==> config.mk <==
export PLATFORM = sky130hd
export DESIGN_NAME = s_rca_accumulator
export DESIGN_NICKNAME = d
export VERILOG_FILES = /design/src/rtl/s_rca_accumulator.sv
export SDC_FILE = /design/constraint.sdc
export NUM_CORES = 1
export LEC_CHECK = 0
export CORE_ASPECT_RATIO = 0.75
export CORE_MARGIN = 1
export CORE_UTILIZATION = 42
export DETAILED_ROUTE_END_ITERATION = 8
export PLACE_DENSITY = 0.66
export SLEW_MARGIN = 30
export SYNTH_ARGS = -nofsm -noshare
export SYNTH_HDL_FRONTEND = slang
export SYNTH_SLANG_ARGS = --single-unit
export TNS_END_PERCENT = 5
==> constraint.sdc <==
create_clock -name clk -period 37.5 [get_ports clk]
set_input_delay 3.75 -clock clk [delete_from_list [all_inputs] [get_ports clk]]
set_output_delay 3.75 -clock clk [all_outputs]
set_load 0.01 [all_outputs]
Run 1, selected gate families:
Drawn at 4 px/µm.
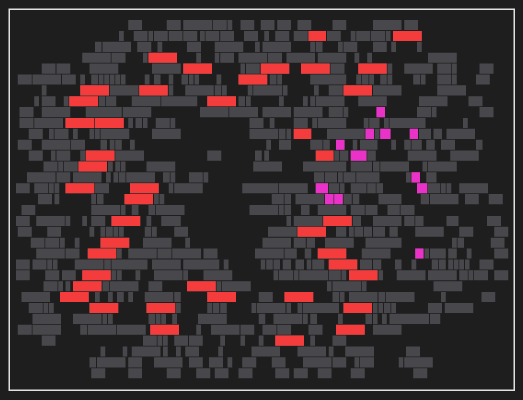
| family | colour | cells |
|---|---|---|
| fa/ha/maj cells | red | 42 |
| and/or cells | magenta | 12 |
most instantiated logic cell after routing: sky130_fd_sc_hd__dfxtp_1
Layout Cells excl Fill: 722

Run 1, cells by drive strength:
Drawn at 4 px/µm.
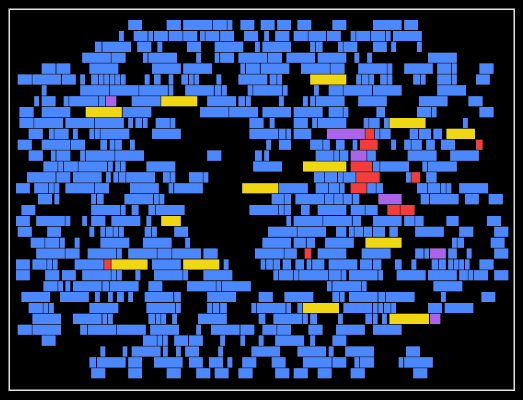
| size | colour | cells |
|---|---|---|
| x2 | red | 11 |
| x3 and x4 | purple | 6 |
| x1 and smaller | blue | 552 |
| x6 and larger | yellow | 13 |
post-layout instance area: 6100 µm²
synth-to-layout area growth: 26.2%

Run 1, wires at chosen ports, followed through buffers:
Drawn at 2 px/µm.
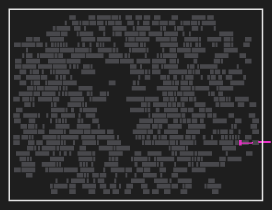
| port | colour | bits | direction | edge | end cells | buffers | wire |
|---|---|---|---|---|---|---|---|
| in_ready | magenta | 1 | output | right | 1 | 1 | 7.60 µm |
number of port buffers: 87
# IOs: 88

==> Implementation_results.wiki, run 1 <==
=== Physical design figures ===
{| class="wikitable"
! Metric !! Value
|-
| Number of stages on the worst hold path || 2
|-
| Highest clock frequency the design can meet || approximately 0.050 GHz
|-
| Most frequently used flop master after synthesis || sky130_fd_sc_hd__dfxtp_1
|-
| Number of antenna violations at the first check in global routing || 0
|-
| Drt total wl || 10.4 mm
|-
| Post-Syn Nets || 579
|-
| Clock buffer count from CTS || 9
|-
| Result of the run || completed
|-
| PostCTS Resize Cnt || 0
|-
| Cell area power density || 41.5 nW/µm²
|-
| Slew headroom || approximately two fifths
|-
| Top cells by area in the synthesized netlist || sky130_fd_sc_hd__dfxtp_1, sky130_fd_sc_hd__fa_1, sky130_fd_sc_hd__mux2i_1, sky130_fd_sc_hd__nand2_1, sky130_fd_sc_hd__inv_1
|-
| Static Leak || 2.47 nW
|-
| Peak VDD IR || between 0.02 and 0.03 mV
|-
| Count of nets left with antenna violations after detail routing || 0
|-
| Post-route core utilization || 55.1%
|-
| Final sum of negative setup slack || 0 ns
|-
| Max-slew violation total from the final report || 0
|-
| First-pass GRT wire length || 17.5 mm
|-
| Count of yosys warnings during synthesis || 0
|-
| Top cell type by instance count after synthesis || sky130_fd_sc_hd__dfxtp_1
|-
| Setup repair after global routing missed its margin || false
|-
| Number of global-route vias before repair || 3633
|-
| Yosys Instances || 500
|-
| Depth of the CTS H-tree || 3
|-
| Tool warning count || 27
|-
| Worst hold slack after final layout || ~0.45 ns
|}
run 1: stage by stage:
stage	std cells	power, W	setup slack (ns)
after global routing	722	0.000266	17.18
after global placement	704	0.000160	17.63
after detailed placement	706	0.000162	17.38
final	722	0.000253	17.70
after CTS	722	0.000255	17.68
after floorplan	500	0.000143	18.55
run 1: power by group:
part / leakage, nW / internal [W] / switching [W] / total [W]
registers: 0.824 / 0.000114 / 0.00000376 / 0.000118
logic: 1.50 / 0.0000208 / 0.0000206 / 0.0000413
clock network: 0.143 / 0.0000534 / 0.0000403 / 0.0000937
run 1: per-layer routing:
metal	up-vias	share of wire, %	global-route usage, %
li1	1770	-	-
met1	1735	47	23.6
met2	101	46	31.3
met3	13	5.7	5.27
met4	0	1.6	7.43
met5	-	0	0
run 1: worst max-delay path, delay by kind of cell:
kind | cells | cell delay, ns
adder cells (fa/ha/maj) | 40 | 15.25
buffers and inverters | 3 | 0.59
XOR/XNOR | 1 | 0.22
AND-OR/OR-AND | 1 | 0.21
AND/OR/NAND/NOR | 1 | 0.06
run 1: area by class of cell:
class / instances / area [µm²] / area share (%)
clock buffers: 12 / 246 / 4.04
clock inverters: 4 / 47.5 / 0.780
flip-flops and latches: 101 / 2020 / 33.2
multi-input cells: 301 / 2410 / 39.5
repair buffers: 90 / 921 / 15.1
inverters: 74 / 278 / 4.56
well taps: 140 / 175 / 2.87
run 1: logic make-up after synthesis:
group           count (synthesis)
mux                            41
fa+ha+maj                      42
compound gates                 75
buf+inv                        98
xor+xnor                        4
simple gates                  139
flops                         101
Run 1, pin map:
Drawn at 4 px/µm. Pins as bars across the die edge, other pins in grey.
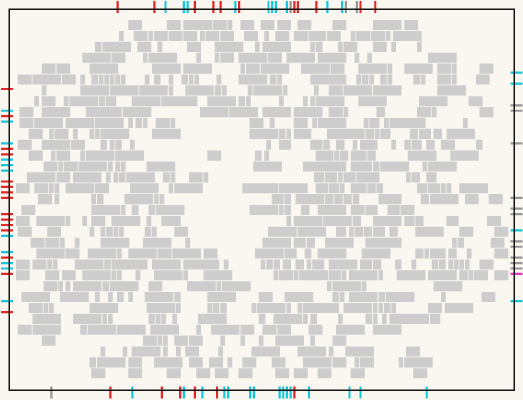

==> run 2: changes to the inputs <==
==> constraint.sdc (replaced) <==
create_clock -name clk -period 20.5 [get_ports clk]
set_input_delay 2.05 -clock clk [delete_from_list [all_inputs] [get_ports clk]]
set_output_delay 2.05 -clock clk [all_outputs]
set_load 0.01 [all_outputs]
Run 2, pin map:
Drawn at 4 px/µm. Pins as bars across the die edge, other pins in grey.
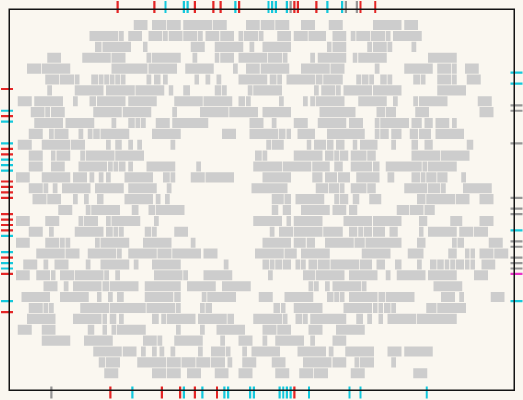
| port | colour | pins | direction | edge |
|---|---|---|---|---|
| in_data | red | 32 | input | 15 left, 11 top, 6 bottom |
| out_sum | cyan | 40 | output | 15 bottom, 11 left, 10 top, 4 right |
| in_ready | magenta | 1 | output | right |
die boundary height: 94.9 µm
Die Span X: 126 µm

==> Implementation_results.wiki, run 2 <==
=== Physical design figures ===
{| class="wikitable"
! Metric !! Value
|-
| Max-slew violation total from the final report || 0 (unchanged)
|-
| FF+latch area || 2020 µm² (unchanged)
|-
| Post-Syn Nets || 579 (unchanged)
|-
| Top cells by area in the synthesized netlist || sky130_fd_sc_hd__dfxtp_1, sky130_fd_sc_hd__fa_1, sky130_fd_sc_hd__mux2i_1, sky130_fd_sc_hd__nand2_1, sky130_fd_sc_hd__inv_1
|-
| Most instantiated logic cell after routing || sky130_fd_sc_hd__dfxtp_1
|-
| Yosys Instances || 500 (unchanged)
|-
| PostCTS Resize Cnt || 0 (unchanged)
|-
| Net Sw Frac || 25.5% (-0.035 points)
|-
| Drt total wl || 10.4 mm (about the same)
|-
| Top cell type by instance count after synthesis || sky130_fd_sc_hd__dfxtp_1
|-
| Static Leak || 2.46 nW (-0.35%)
|-
| Instance count after placement with tap cells included || 706 (unchanged)
|-
| First-pass GRT wire length || 17.7 mm (+1.3%)
|-
| # IOs || 88 (unchanged)
|-
| Clock buffer count from CTS || 9 (unchanged)
|-
| Share of total power in sequential cells || 47.9% (+1.3 points)
|-
| Synth-to-layout area growth || 25.7%
|-
| Met1 track demand over resource in global routing || 24.3% (+0.71 points)
|-
| Setup repair after global routing missed its margin || false
|-
| Depth of the CTS H-tree || 3 (unchanged)
|-
| Multi-input gate area || 2410 µm² (unchanged)
|-
| Final sum of negative setup slack || 0 ns (unchanged)
|-
| Portion of total power attributed to combinational logic || 16.8% (+0.5 points)
|-
| Minimum setup slack in the final design || 2.35 ns (-15.35 ns)
|-
| Count of nets left with antenna violations after detail routing || 0 (unchanged)
|-
| Sw Pwr || 0.000115 W (+78%)
|-
| Internal power consumption || 0.000336 W (+78%)
|-
| Met2 GRT Util || 32.1% (+0.83 points)
|-
| Tool warning count || 27 (unchanged)
|-
| Cell area power density || 74.2 nW/µm² (+79%)
|-
| Result of the run || completed
|-
| Peak VDD IR || 0.0381 mV (+36%)
|-
| Setup slack after placement || 2.09 ns (-15.29 ns)
|-
| Number of global-route vias before repair || 3652 (+0.52%)
|-
| Number of port buffers || 87 (unchanged)
|}
[run 2: per-layer routing]
metal / share of wire [%] / wire [µm] / vias up
li1: - / - / 1771
met1: 48 / 4950 / 1726
met2: 46 / 4830 / 78
met3: 4.9 / 514 / 9
met4: 1.1 / 110 / 0
met5: 0 / 0 / -
[run 2: power by group through the flow]
stage | Combinational, W | Clock (W) | Sequential, W
after detailed placement | 0.0000759 | 0 | 0.000220
after CTS | 0.0000768 | 0.000164 | 0.000216
after global placement | 0.0000726 | 0 | 0.000220
after global routing | 0.0000843 | 0.000174 | 0.000217
final | 0.0000757 | 0.000159 | 0.000216
after floorplan | 0.0000390 | 0 | 0.000222
[run 2: kinds of logic after synthesis]
kind of cell	share of synthesized area, %
DFF	41.8
xor gates and xnor gates	0.725
AOI/OAI and AO/OA	10.2
adders and majority gates	16.9
buffers and inverters	8.67
and+or+nand+nor	13.2
muxes	8.49
[run 2: per-stage QoR]
stage	power [W]	hold slack (ns)	utilization [%]	instance area [µm²]
2_1_floorplan	0.000261	0.425	-	4830
3_3_place_gp	0.000292	0.434	52.0	5750
3_5_place_dp	0.000296	0.441	52.4	5800
4_1_cts	0.000457	0.454	54.9	6070
5_1_grt	0.000476	0.471	54.9	6070
6_report	0.000451	0.452	54.9	6070
[run 2: final cells by class]
class                   instances  share of cell area, %
well taps                     140                   2.88
clock buffers                  15                   4.41
multi-input cells             301                   39.6
flip-flops and latches        101                   33.3
clock inverters                 1                 0.0824
inverters                      74                   4.57
repair buffers                 90                   15.2
[run 2: critical path: cells and delay by family]
family	cells	cell delay (ns)
fa+ha+maj	40	15.23
simple gates	1	0.06
xor+xnor	1	0.23
buf+inv	3	0.59
compound gates	1	0.21
No activity file was given, so power comes from the tool's default toggle rates.
